Fig. 1: run 1, I/O nets highlighted
Drawn at 1 px/um.
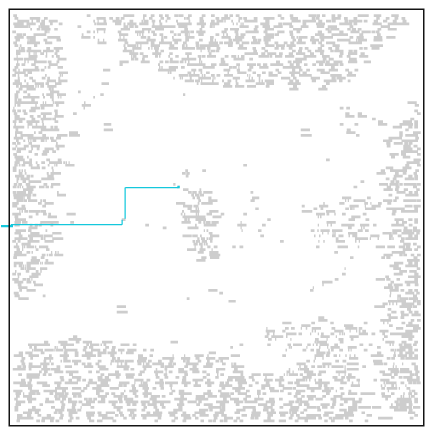
Fig. 2: run 1, wiring by layer
Drawn at 1 px/um. Only two layers are drawn.
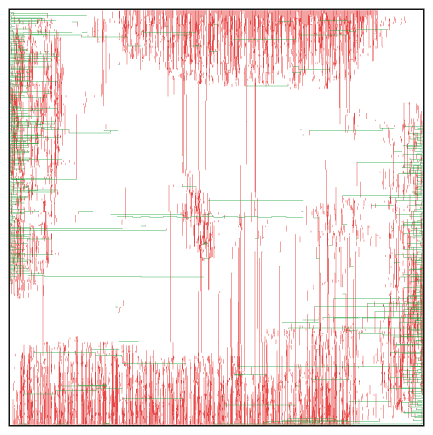
Fig. 3: run 1, I/O pins on the die edge
Drawn at 1 px/um. Pins as bars across the die edge, other pins in gray.
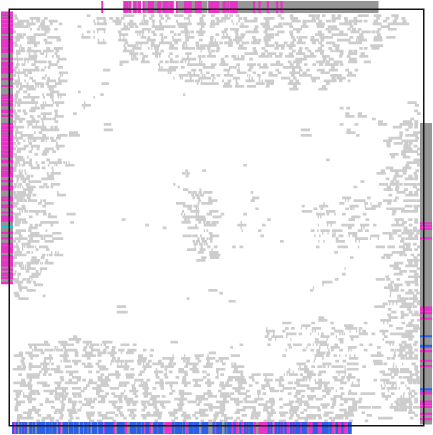
Fig. 4: run 1, cell outlines without signal wires
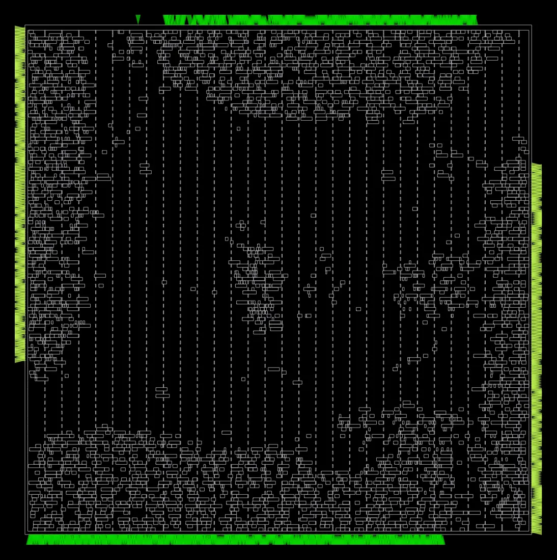
**src/rtl/aes_core_sequencer_if.sv**
```systemverilog
// Block handshake bundle between the SPI front end and the AES sequencer:
// plaintext in over blk_valid/blk_ready, ciphertext out over ct_valid/ct_ready.
interface aes_core_sequencer_if;
  logic [127:0] blk_in;
  logic         blk_valid;
  logic         blk_ready;
  logic [127:0] ct_out;
  logic         ct_valid;
  logic         ct_ready;

  modport master (
    output blk_in,
    output blk_valid,
    output ct_ready,
    input  blk_ready,
    input  ct_out,
    input  ct_valid
  );

  modport slave (
    input  blk_in,
    input  blk_valid,
    input  ct_ready,
    output blk_ready,
    output ct_out,
    output ct_valid
  );
endinterface

```
**src/rtl/aes_core_sequencer.sv**
```systemverilog
// Control FSM between the SPI front end and the AES datapath. Latches a key,
// lets KeyExpansion settle, then runs one plaintext block at a time through
// Cipher using its cs/flag protocol, with a watchdog for a hung core.
module aes_core_sequencer #(
  parameter int KEY_SETTLE = 4,
  parameter int TIMEOUT    = 64
) (
  input  logic         clk,
  input  logic         rst_n,
  input  logic [1:0]   key_size_i,
  input  logic [255:0] key_in_i,
  input  logic         key_load_i,
  output logic         key_ack_o,
  output logic         key_err_o,
  output logic         key_valid_o,
  output logic         timeout_err_o,
  output logic [3:0]   core_Nk_o,
  output logic [3:0]   core_Nr_o,
  output logic [255:0] core_key_o,
  output logic         core_cs_o,
  output logic [127:0] core_init_o,
  input  logic [127:0] core_out_i,
  input  logic         core_flag_i,
  aes_core_sequencer_if.slave bus
);

  localparam int CW = (KEY_SETTLE > 1) ? $clog2(KEY_SETTLE) : 1;
  localparam int TW = $clog2(TIMEOUT);
  localparam logic [CW-1:0] SETTLE_INIT = CW'(KEY_SETTLE - 1);
  localparam logic [TW-1:0] TCNT_LAST   = TW'(TIMEOUT - 1);

  localparam logic [2:0] S_NOKEY  = 3'd0;
  localparam logic [2:0] S_SETTLE = 3'd1;
  localparam logic [2:0] S_READY  = 3'd2;
  localparam logic [2:0] S_RUN    = 3'd3;
  localparam logic [2:0] S_HOLD   = 3'd4;
  localparam logic [2:0] S_GAP    = 3'd5;

  logic [2:0]    state_q, state_d;
  logic [1:0]    size_q, size_d;
  logic [255:0]  key_q, key_d;
  logic [CW-1:0] cnt_q, cnt_d;
  logic [TW-1:0] tcnt_q, tcnt_d;
  logic          key_ack_q, key_ack_d;
  logic          key_err_q, key_err_d;
  logic          key_valid_q, key_valid_d;
  logic          timeout_q, timeout_d;
  logic          cs_q, cs_d;
  logic [127:0]  init_q, init_d;
  logic [127:0]  ct_q, ct_d;
  logic          ct_valid_q, ct_valid_d;
  logic          key_accept;
  logic          blk_ready;

  // Next-state logic: key loads take priority over everything else in NOKEY/READY.
  always_comb begin
    state_d     = state_q;
    size_d      = size_q;
    key_d       = key_q;
    cnt_d       = cnt_q;
    tcnt_d      = tcnt_q;
    key_ack_d   = 1'b0;
    key_err_d   = 1'b0;
    key_valid_d = key_valid_q;
    timeout_d   = 1'b0;
    cs_d        = cs_q;
    init_d      = init_q;
    ct_d        = ct_q;
    ct_valid_d  = ct_valid_q;

    key_accept = key_load_i && (key_size_i != 2'b11) &&
                 ((state_q == S_NOKEY) || (state_q == S_READY));
    blk_ready  = (state_q == S_READY) && !key_load_i;

    if (key_load_i && !key_accept) begin
      key_err_d = 1'b1;
    end

    if (key_accept) begin
      size_d      = key_size_i;
      case (key_size_i)
        2'b00:   key_d = {key_in_i[255:128], 128'b0};
        2'b01:   key_d = {key_in_i[255:64], 64'b0};
        default: key_d = key_in_i;
      endcase
      key_ack_d   = 1'b1;
      key_valid_d = 1'b0;
      cnt_d       = SETTLE_INIT;
      state_d     = S_SETTLE;
    end else begin
      case (state_q)
        S_NOKEY: ;
        S_SETTLE: begin
          if (cnt_q == '0) begin
            key_valid_d = 1'b1;
            state_d     = S_READY;
          end else begin
            cnt_d = cnt_q - 1'b1;
          end
        end
        S_READY: begin
          if (bus.blk_valid && blk_ready) begin
            init_d  = bus.blk_in;
            cs_d    = 1'b1;
            tcnt_d  = '0;
            state_d = S_RUN;
          end
        end
        S_RUN: begin
          if (core_flag_i && (tcnt_q != '0)) begin
            ct_d       = core_out_i;
            ct_valid_d = 1'b1;
            state_d    = S_HOLD;
          end else if (tcnt_q == TCNT_LAST) begin
            timeout_d = 1'b1;
            cs_d      = 1'b0;
            state_d   = S_GAP;
          end else begin
            tcnt_d = tcnt_q + 1'b1;
          end
        end
        S_HOLD: begin
          if (bus.ct_ready) begin
            ct_valid_d = 1'b0;
            cs_d       = 1'b0;
            state_d    = S_GAP;
          end
        end
        S_GAP:   state_d = S_READY;
        default: state_d = S_NOKEY;
      endcase
    end
  end

  // State and output registers; reset drops any block in flight and the key.
  always_ff @(posedge clk or negedge rst_n) begin
    if (!rst_n) begin
      state_q     <= S_NOKEY;
      size_q      <= 2'b00;
      key_q       <= '0;
      cnt_q       <= '0;
      tcnt_q      <= '0;
      key_ack_q   <= 1'b0;
      key_err_q   <= 1'b0;
      key_valid_q <= 1'b0;
      timeout_q   <= 1'b0;
      cs_q        <= 1'b0;
      init_q      <= '0;
      ct_q        <= '0;
      ct_valid_q  <= 1'b0;
    end else begin
      state_q     <= state_d;
      size_q      <= size_d;
      key_q       <= key_d;
      cnt_q       <= cnt_d;
      tcnt_q      <= tcnt_d;
      key_ack_q   <= key_ack_d;
      key_err_q   <= key_err_d;
      key_valid_q <= key_valid_d;
      timeout_q   <= timeout_d;
      cs_q        <= cs_d;
      init_q      <= init_d;
      ct_q        <= ct_d;
      ct_valid_q  <= ct_valid_d;
    end
  end

  // Round parameters follow directly from the latched key size.
  always_comb begin
    case (size_q)
      2'b00:   begin core_Nk_o = 4'd4; core_Nr_o = 4'd10; end
      2'b01:   begin core_Nk_o = 4'd6; core_Nr_o = 4'd12; end
      default: begin core_Nk_o = 4'd8; core_Nr_o = 4'd14; end
    endcase
  end

  assign key_ack_o     = key_ack_q;
  assign key_err_o     = key_err_q;
  assign key_valid_o   = key_valid_q;
  assign timeout_err_o = timeout_q;
  assign core_key_o    = key_q;
  assign core_cs_o     = cs_q;
  assign core_init_o   = init_q;
  assign bus.blk_ready = blk_ready;
  assign bus.ct_out    = ct_q;
  assign bus.ct_valid  = ct_valid_q;

endmodule

```
**src/flat_wrapper.sv**
```systemverilog
// flat-port wrapper written by rule: the top's interface ports become plain ports
module aes_core_sequencer_flat 
#(
  parameter int KEY_SETTLE = 4,
  parameter int TIMEOUT    = 64
)
  (clk, rst_n, key_size_i, key_in_i, key_load_i, key_ack_o, key_err_o, key_valid_o, timeout_err_o, core_Nk_o, core_Nr_o, core_key_o, core_cs_o, core_init_o, core_out_i, core_flag_i, bus_blk_in, bus_blk_valid, bus_ct_ready, bus_blk_ready, bus_ct_out, bus_ct_valid);
  aes_core_sequencer_if bus_i ();
  input  logic clk;
  input  logic rst_n;
  input  logic [1:0] key_size_i;
  input  logic [255:0] key_in_i;
  input  logic key_load_i;
  output logic key_ack_o;
  output logic key_err_o;
  output logic key_valid_o;
  output logic timeout_err_o;
  output logic [3:0] core_Nk_o;
  output logic [3:0] core_Nr_o;
  output logic [255:0] core_key_o;
  output logic core_cs_o;
  output logic [127:0] core_init_o;
  input  logic [127:0] core_out_i;
  input  logic core_flag_i;
  input wire logic [$bits(bus_i.blk_in)-1:0] bus_blk_in;
  input wire logic [$bits(bus_i.blk_valid)-1:0] bus_blk_valid;
  input wire logic [$bits(bus_i.ct_ready)-1:0] bus_ct_ready;
  output wire logic [$bits(bus_i.blk_ready)-1:0] bus_blk_ready;
  output wire logic [$bits(bus_i.ct_out)-1:0] bus_ct_out;
  output wire logic [$bits(bus_i.ct_valid)-1:0] bus_ct_valid;
  assign bus_i.blk_in = bus_blk_in;
  assign bus_i.blk_valid = bus_blk_valid;
  assign bus_i.ct_ready = bus_ct_ready;
  assign bus_blk_ready = bus_i.blk_ready;
  assign bus_ct_out = bus_i.ct_out;
  assign bus_ct_valid = bus_i.ct_valid;
  aes_core_sequencer #(.KEY_SETTLE(KEY_SETTLE), .TIMEOUT(TIMEOUT)) u_core (.clk(clk), .rst_n(rst_n), .key_size_i(key_size_i), .key_in_i(key_in_i), .key_load_i(key_load_i), .key_ack_o(key_ack_o), .key_err_o(key_err_o), .key_valid_o(key_valid_o), .timeout_err_o(timeout_err_o), .core_Nk_o(core_Nk_o), .core_Nr_o(core_Nr_o), .core_key_o(core_key_o), .core_cs_o(core_cs_o), .core_init_o(core_init_o), .core_out_i(core_out_i), .core_flag_i(core_flag_i), .bus(bus_i));
endmodule
```
**config.mk**
```make
export PLATFORM = sky130hd
export DESIGN_NAME = aes_core_sequencer_flat
export DESIGN_NICKNAME = d
export VERILOG_FILES = /design/src/rtl/aes_core_sequencer_if.sv /design/src/rtl/aes_core_sequencer.sv /design/src/flat_wrapper.sv
export SDC_FILE = /design/constraint.sdc
export NUM_CORES = 1
export LEC_CHECK = 0
export ABC_AREA = 0
export CAP_MARGIN = 20
export CORE_AREA = 2 2 411 413
export DETAILED_ROUTE_END_ITERATION = 8
export DIE_AREA = 0 0 413 415
export PLACE_DENSITY_LB_ADDON = 0.25
export SETUP_SLACK_MARGIN = 0.3
export SYNTH_ARGS = -nofsm -noshare
export SYNTH_HDL_FRONTEND = slang
export SYNTH_SLANG_ARGS = --single-unit
```
**constraint.sdc**
```tcl
create_clock -name clk -period 6.35 [get_ports clk]
set_clock_uncertainty 0.1 [all_clocks]
set_input_delay 0.9525 -clock clk [delete_from_list [all_inputs] [get_ports clk]]
set_output_delay 0.9525 -clock clk [all_outputs]
set_load 0.01 [all_outputs]
```
==> ds_physical_params.txt, run 1 <==
Physical implementation characteristics

Parameter                              Value

Cells and area
  Clock buffer count    103
  Dominant logic cell type in the layout    sky130_fd_sc_hd__clkdlybuf4s50_1
  Non-clock buffers, area share    29.55%
  Area taken by multi-input logic gates    6701 um2
  Top cell class by occupied area    registers
  Filler Cell Count    18,030
  Highest-count cells in the layout ignoring fill and taps    sky130_fd_sc_hd__clkdlybuf4s50_1 (1,041), sky130_fd_sc_hd__nand2_1 (658), sky130_fd_sc_hd__dfrtp_1 (531)
  Flip-flop count of the largest register, all copies and words added    256
  Flop share of the area    36.92%
  Summed area of non-filler cells in the final layout    35,990 um2
  Buffer count excluding the clock tree in the final layout    1,059
  Clock network share of area    7.099%

Clock network
  Clock Sink Count    531
  Clk Tree Root Cell    sky130_fd_sc_hd__clkbuf_16
  Number of clock buffers inserted by TritonCTS    74
  Clock tree from TritonCTS    yes

Synthesis
  Number of distinct standard cells referenced by the synthesized netlist    45
  Flip-flops with a built-in enable    0
  Top cells by count, synth    sky130_fd_sc_hd__nand2_1 (659), sky130_fd_sc_hd__dfrtp_1 (531), sky130_fd_sc_hd__mux2_2 (202), sky130_fd_sc_hd__nand3_1 (132), sky130_fd_sc_hd__mux2_4 (54)
  Most numerous cell in the Yosys netlist    sky130_fd_sc_hd__nand2_1
  Primary flip-flop cell chosen by synthesis mapping    sky130_fd_sc_hd__dfrtp_1
  Post-Synth XOR/XNOR Area    0.04245%
  Area of the synthesized netlist per yosys stat    20,630 um2
  Cell taking the most area after synthesis    sky130_fd_sc_hd__dfrtp_1
  Complex Gates by Area    0.9763%
  Synth Area in Simple Gates    16.05%
  Fraction of registers with async set/reset    100.0%
  Mux contribution to synthesized area    15.05%
  Number of instances in the synthesized netlist    1,760
  Main area contributors    sky130_fd_sc_hd__dfrtp_1 (64%), sky130_fd_sc_hd__nand2_1 (12%), sky130_fd_sc_hd__mux2_2 (11%)
  Share of the synthesized area in the top cell type    64.40%
  Post-synthesis area per instance    11.72 um2
  Adder and majority gate portion of the synthesized area    0.1819%
  Syn Std Cell Area    20,630 um2

Power and ir drop
  Clock network power    4410 uW
  Total combinational power    7270 uW
  Final Total Pwr    17,630 uW
  Switching share of total power    33.60%
  Seq. pwr    5950 uW
  Static Leak    0.01585 uW
  Cell Pwr Density    489.7 nW/um2
  Group with the largest share of power    combinational cells
  Design internal power    11,710 uW
  Share of total power in the clock network    25.0%
  Portion of total power attributed to sequential cells    33.8%

Worst setup path
  Worst path top cell family by delay    buffers and inverters
  Cell count along the critical path    7
  Buffer and inverter count on the worst path    3
  Highest fanout seen on the critical path    140
  Reg-to-reg slack, setup    3.21 ns
  Longest individual stage delay on the worst path    0.80 ns
  Path type of the worst setup path    input pin to flop
  Crit-path slowest cell    sky130_fd_sc_hd__inv_8

Detailed routing
  Wire length on met1    37,460 um
  WL met3    8597 um
  Detailed Routing Iterations Pass 1    5
  Detailed router's first-iteration violation count    780
  Total length of routed met2 wires    50,770 um

Final timing
  RSZ-0062 raised after global routing    no
  TNS Setup    0 ns
  Slew HR    27.46%
  Count of final setup violators    0

Flow run
  Number of warnings in the stage logs    39
  Number of maximum-capacitance constraint violations    0

Global route
  Met2 track demand over resource    19.68%
  Fraction of met1 tracks used by global routing    12.13%

Outcome
  Status    complete, no violations

Floorplanning
  Rows    150
  DIE WIDTH    413 um
  Well-Tap Cells    2,204
  Die outline area    171,400 um2
  Placeable core region    166,700 um2
  Boundary pin count    1,047

Placed design
  Number of port buffers    1,043
  Number of cells in the design after placement    4,918
Back to the opening pictures, Fig. 1:
[cyan] bus_blk_valid | bits: 1 | direction: input | end cells: 1 | wire: 202 um

Back to the opening pictures, Fig. 2:
[green] M3 | wire length: 8,600 um
[red] M2 | wire length: 50.8 mm
mean routed wirelength per cell: 19.74 um
WL final: 99,890 um
All-Layer GR Usage: 11.24%

Back to the opening pictures, Fig. 3:
[blue] bus_blk_in | pins: 128 | direction: input | edge: 125 bottom, 3 right
[magenta] key_in_i | pins: 256 | direction: input | edge: 96 left, 81 bottom, 59 top, 20 right
[cyan] bus_blk_valid | pins: 1 | direction: input | edge: left
all pins by edge: 368 bottom, 258 top, 221 right, 200 left

Back to the opening pictures, Fig. 4:
total number of sequential cells: 531
utilization of the core after routing: 21.60%

## Run 2: what changed since run 1
CORE_AREA = 2 2 402 404   (was 2 2 411 413)
DIE_AREA = 0 0 404 406   (was 0 0 413 415)
clock period = 3.8 ns   (was 6.35 ns; I/O delays follow)
Fig. 5: run 2, wiring by layer
Drawn at 1 px/um. Only two layers are drawn.
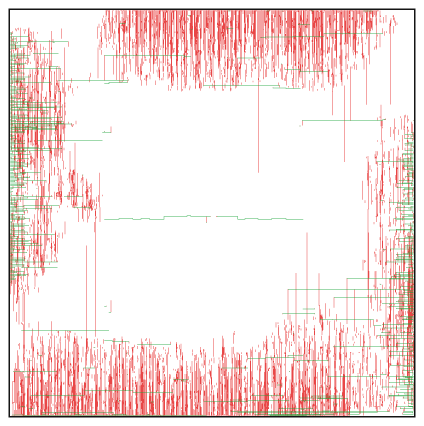
[red] M2 | wire length: 47.7 mm
[green] M3 | wire length: 7,500 um

Fig. 6: run 2, cell outlines without signal wires
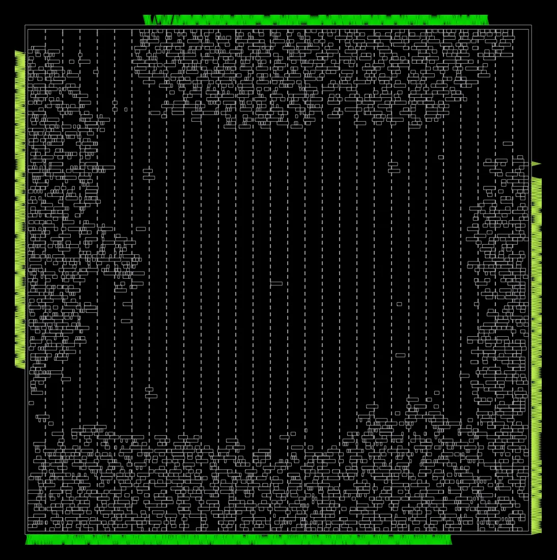
placeable core region: 159,600 um2
Rows: 147
flop share of the area: 36.87%
Filler Cell Count: 17,330
Well-Tap Cells: 2,086

==> ds_physical_params.txt, run 2 <==
Physical implementation characteristics

Parameter                              Value

Worst setup path
  Worst path top cell family by delay    buffers and inverters (unchanged)
  Cell count along the critical path    3 (was 7)
  Highest fanout seen on the critical path    13 (was 140)
  Crit-path slowest cell    sky130_fd_sc_hd__clkdlybuf4s50_1 (was sky130_fd_sc_hd__inv_8)
  Longest individual stage delay on the worst path    0.67 ns (was 0.80 ns)
  Buffer and inverter count on the worst path    1 (was 3)
  Reg-to-reg slack, setup    1.07 ns (was 3.21 ns)
  Path type of the worst setup path    flop to primary output (was input pin to flop)

Synthesis
  Syn Std Cell Area    20,630 um2 (unchanged)
  Mux contribution to synthesized area    15.05% (unchanged)
  Flip-flops with a built-in enable    0 (unchanged)
  Share of the synthesized area in the top cell type    64.40% (unchanged)
  Number of distinct standard cells referenced by the synthesized netlist    45 (unchanged)
  Main area contributors    sky130_fd_sc_hd__dfrtp_1 (64%), sky130_fd_sc_hd__nand2_1 (12%), sky130_fd_sc_hd__mux2_2 (11%) (unchanged)
  Part of the Yosys area used for sequential elements    64.40% (unchanged)
  Area of the synthesized netlist per yosys stat    20,630 um2 (unchanged)
  Number of instances in the synthesized netlist    1,760 (unchanged)
  Post-synthesis area per instance    11.72 um2 (unchanged)
  Synth Area in Simple Gates    16.05% (unchanged)
  Adder and majority gate portion of the synthesized area    0.1819% (unchanged)
  Cell taking the most area after synthesis    sky130_fd_sc_hd__dfrtp_1 (unchanged)
  Top cells by count, synth    sky130_fd_sc_hd__nand2_1 (659), sky130_fd_sc_hd__dfrtp_1 (531), sky130_fd_sc_hd__mux2_2 (202), sky130_fd_sc_hd__nand3_1 (132), sky130_fd_sc_hd__mux2_4 (54) (unchanged)
  Post-Synth XOR/XNOR Area    0.04245% (unchanged)
  Most numerous cell in the Yosys netlist    sky130_fd_sc_hd__nand2_1 (unchanged)
  Complex Gates by Area    0.9763% (unchanged)
  Primary flip-flop cell chosen by synthesis mapping    sky130_fd_sc_hd__dfrtp_1 (unchanged)

Placed design
  Post-placement cell area    33,630 um2 (was 33,420 um2)
  Number of port buffers    1,043 (unchanged)
  Number of cells in the design after placement    4,823 (was 4,918)
  RePlAce Congestion    0.8561 (was 0.7868)

Detailed routing
  Detailed router's first-iteration violation count    761 (was 780)
  Detailed Routing Iterations Pass 1    5 (unchanged)
  Mean routed wirelength per cell    19.04 um (was 19.74 um)
  WL final    94,340 um (was 99,890 um)
  Total length of routed met2 wires    47,650 um (was 50,770 um)
  Wire length on met1    37,160 um (was 37,460 um)
  DR vias/cell    3.393 (was 3.344)
  WL met3    7500 um (was 8597 um)

Cells and area
  Clock network share of area    6.604% (was 7.099%)
  Utilization of the core after routing    22.57% (was 21.60%)
  Clock buffer count    106 (was 103)
  Fraction of layout instances using a drive strength above 1    14.55% (was 14.15%)
  Highest-count cells in the layout ignoring fill and taps    sky130_fd_sc_hd__clkdlybuf4s50_1 (1,041), sky130_fd_sc_hd__nand2_1 (658), sky130_fd_sc_hd__dfrtp_1 (531) (unchanged)
  Buffer count excluding the clock tree in the final layout    1,083 (was 1,059)
  Synth-to-Final Area Change    74.64% (was 74.43%)
  Flop area    13,290 um2 (unchanged)
  Area taken by multi-input logic gates    6701 um2 (unchanged)
  Total number of sequential cells    531 (unchanged)
  Flip-flop count of the largest register, all copies and words added    256 (unchanged)
  Summed area of non-filler cells in the final layout    36,030 um2 (was 35,990 um2)
  Dominant logic cell type in the layout    sky130_fd_sc_hd__clkdlybuf4s50_1 (unchanged)
  Top cell class by occupied area    registers (unchanged)

Global route
  Met2 track demand over resource    19.15% (was 19.68%)
  Aggregate global routing overflow    0 (unchanged)
  Fraction of met1 tracks used by global routing    12.74% (was 12.13%)
  All-Layer GR Usage    11.08% (was 11.24%)

Power and ir drop
  Seq. pwr    9990 uW (was 5950 uW)
  Clock network power    6900 uW (was 4410 uW)
  Cell Pwr Density    806.9 nW/um2 (was 489.7 nW/um2)
  Final Total Pwr    29,080 uW (was 17,630 uW)
  Total combinational power    12,200 uW (was 7270 uW)
  Group with the largest share of power    combinational cells (unchanged)
  Switching Power    9713 uW (was 5922 uW)
  Portion of total power attributed to sequential cells    34.3% (was 33.8%)
  Switching share of total power    33.40% (was 33.60%)
  Design internal power    19,370 uW (was 11,710 uW)
  Share of total power in the clock network    23.7% (was 25.0%)
  Static Leak    0.01595 uW (was 0.01585 uW)

Final timing
  TNS Setup    0 ns (unchanged)
  Count of final setup violators    0 (unchanged)
  RSZ-0062 raised after global routing    no (unchanged)
  Slew HR    39.90% (was 27.46%)

Clock network
  Clock tree from TritonCTS    yes (unchanged)
  Number of clock buffers inserted by TritonCTS    72 (was 74)
  Cells resized by post-CTS repair    0 (unchanged)
  Clock Sink Count    531 (unchanged)
  Clk Tree Root Cell    sky130_fd_sc_hd__clkbuf_16 (unchanged)

Flow run
  Number of maximum-capacitance constraint violations    0 (unchanged)
  Number of warnings in the stage logs    31 (was 39)

Outcome
  Status    complete, no violations (unchanged)

Floorplanning
  DIE WIDTH    404 um (was 413 um)
  Boundary pin count    1,047 (unchanged)
  Die outline area    164,000 um2 (was 171,400 um2)
Fig. 7: run 2, I/O pins on the die edge
Drawn at 1 px/um. Pins as bars across the die edge, other pins in gray.
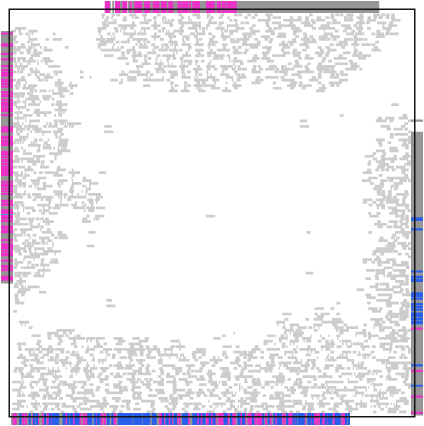

## Run 3: what changed since run 2
clock period = 3.1 ns   (was 3.8 ns; I/O delays follow)
Fig. 8: run 3, I/O pins on the die edge
Drawn at 1 px/um. Pins as bars across the die edge, other pins in gray.
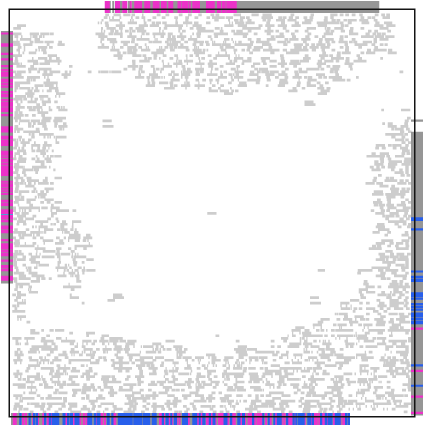
[blue] bus_blk_in | pins: 128 | direction: input | edge: 106 bottom, 22 right
[magenta] key_in_i | pins: 256 | direction: input | edge: 98 bottom, 84 left, 70 top, 4 right
[cyan] bus_blk_valid | pins: 1 | direction: input | edge: left
DIE WIDTH: 404 um
number of port buffers: 1,043

Fig. 9: run 3, wiring by layer
Drawn at 1 px/um. Only two layers are drawn.
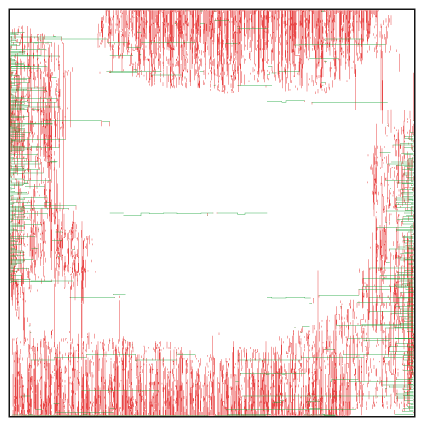
[red] M2 | wire length: 48.0 mm
[green] M3 | wire length: 7,190 um

==> ds_physical_params.txt, run 3 <==
Physical implementation characteristics

Parameter                              Value

Outcome
  Status    complete, no violations (unchanged)

Power and ir drop
  Portion of total power attributed to sequential cells    34.6% (was 34.3%)
  Static Leak    0.01601 uW (was 0.01595 uW)
  Switching Power    12,000 uW (was 9713 uW)
  Design internal power    23,470 uW (was 19,370 uW)
  Final Total Pwr    35,470 uW (was 29,080 uW)
  Maximum vdd ir drop    0.4038 mV (was 0.3641 mV)
  Clock network power    8240 uW (was 6900 uW)
  Cell Pwr Density    982.3 nW/um2 (was 806.9 nW/um2)
  Seq. pwr    12,300 uW (was 9990 uW)
  Switching share of total power    33.82% (was 33.40%)
  Share of total power in the clock network    23.2% (was 23.7%)
  Total combinational power    14,900 uW (was 12,200 uW)
  Group with the largest share of power    combinational cells (unchanged)

Detailed routing
  WL met3    7193 um (was 7500 um)
  Detailed Routing Iterations Pass 1    4 (was 5)
  Wire length on met1    36,280 um (was 37,160 um)
  WL final    94,300 um (was 94,340 um)
  DR vias/cell    3.376 (was 3.393)
  Mean routed wirelength per cell    18.93 um (was 19.04 um)
  Detailed router's first-iteration violation count    765 (was 761)
  Total length of routed met2 wires    48,050 um (was 47,650 um)
  DRC violations left    0 (unchanged)

Cells and area
  Top cell class by occupied area    registers (unchanged)
  Area taken by multi-input logic gates    6706 um2 (was 6701 um2)
  Utilization of the core after routing    22.62% (was 22.57%)
  Buffer count excluding the clock tree in the final layout    1,104 (was 1,083)
  Filler Cell Count    17,290 (was 17,330)
  Summed area of non-filler cells in the final layout    36,110 um2 (was 36,030 um2)
  Clock network share of area    6.462% (was 6.604%)
  Non-clock buffers, area share    30.77% (was 30.54%)
  Clock buffer count    104 (was 106)
  Fraction of layout instances using a drive strength above 1    15.14% (was 14.55%)
  Flop area    13,290 um2 (unchanged)
  Flop share of the area    36.80% (was 36.87%)
  Flip-flop count of the largest register, all copies and words added    256 (unchanged)
  Synth-to-Final Area Change    75.00% (was 74.64%)
  Highest-count cells in the layout ignoring fill and taps    sky130_fd_sc_hd__clkdlybuf4s50_1 (1,040), sky130_fd_sc_hd__nand2_1 (658), sky130_fd_sc_hd__dfrtp_1 (531) (was sky130_fd_sc_hd__clkdlybuf4s50_1 (1,041), sky130_fd_sc_hd__nand2_1 (658), sky130_fd_sc_hd__dfrtp_1 (531))
  Dominant logic cell type in the layout    sky130_fd_sc_hd__clkdlybuf4s50_1 (unchanged)
  Total number of sequential cells    531 (unchanged)

Final timing
  Post-layout period usage of the worst path    81.12%
  RSZ-0062 raised after global routing    no (unchanged)
  Slew HR    44.66% (was 39.90%)
  Count of final setup violators    0 (unchanged)
  TNS Setup    0 ns (unchanged)
  Final max-slew violation count    0 (unchanged)

Synthesis
  Main area contributors    sky130_fd_sc_hd__dfrtp_1 (64%), sky130_fd_sc_hd__nand2_1 (12%), sky130_fd_sc_hd__mux2_2 (11%) (unchanged)
  Number of distinct standard cells referenced by the synthesized netlist    45 (unchanged)
  Number of instances in the synthesized netlist    1,760 (unchanged)
  Mux contribution to synthesized area    15.05% (unchanged)
  Primary flip-flop cell chosen by synthesis mapping    sky130_fd_sc_hd__dfrtp_1 (unchanged)
  Share of the synthesized area in the top cell type    64.40% (unchanged)
  Top cells by count, synth    sky130_fd_sc_hd__nand2_1 (659), sky130_fd_sc_hd__dfrtp_1 (531), sky130_fd_sc_hd__mux2_2 (202), sky130_fd_sc_hd__nand3_1 (132), sky130_fd_sc_hd__mux2_4 (54) (unchanged)
  Area of the synthesized netlist per yosys stat    20,630 um2 (unchanged)
  Post-Synth XOR/XNOR Area    0.04245% (unchanged)
  Synth Area in Simple Gates    16.05% (unchanged)
  Fraction of registers with async set/reset    100.0% (unchanged)
  Cell taking the most area after synthesis    sky130_fd_sc_hd__dfrtp_1 (unchanged)
  Part of the Yosys area used for sequential elements    64.40% (unchanged)
  Adder and majority gate portion of the synthesized area    0.1819% (unchanged)
  Post-synthesis area per instance    11.72 um2 (unchanged)
  Flip-flops with a built-in enable    0 (unchanged)
  Syn Std Cell Area    20,630 um2 (unchanged)
  Most numerous cell in the Yosys netlist    sky130_fd_sc_hd__nand2_1 (unchanged)

Worst setup path
  Highest fanout seen on the critical path    11 (was 13)
  Cell count along the critical path    3 (unchanged)
  Worst path top cell family by delay    flip-flops (was buffers and inverters)
  Longest individual stage delay on the worst path    0.50 ns (was 0.67 ns)
  Crit-path slowest cell    sky130_fd_sc_hd__dfrtp_1 (was sky130_fd_sc_hd__clkdlybuf4s50_1)
  Reg-to-reg slack, setup    0.63 ns (was 1.07 ns)
  Buffer and inverter count on the worst path    1 (unchanged)
  Critical path capture point type    primary output (unchanged)
  Path type of the worst setup path    flop to primary output (unchanged)

Floorplanning
  Boundary pin count    1,047 (unchanged)
  Placeable core region    159,600 um2 (unchanged)
  Die outline area    164,000 um2 (unchanged)

Global route
  Met2 track demand over resource    19.48% (was 19.15%)
  All-Layer GR Usage    11.16% (was 11.08%)
  Fraction of met1 tracks used by global routing    12.45% (was 12.74%)

Flow run
  Number of warnings in the stage logs    30 (was 31)
  Number of maximum-capacitance constraint violations    0 (unchanged)

Clock network
  Clock tree from TritonCTS    yes (unchanged)
  Number of clock buffers inserted by TritonCTS    71 (was 72)
  Cells resized by post-CTS repair    2 (was 0)
  Clk Tree Root Cell    sky130_fd_sc_hd__clkbuf_16 (unchanged)

Placed design
  RePlAce Congestion    0.8561 (unchanged)
  Number of cells in the design after placement    4,844 (was 4,823)
  Post-placement cell area    33,740 um2 (was 33,630 um2)

Min path
  Worst hold path cell count    4 (unchanged)
No activity file was given, so power comes from the tool's default toggle rates.
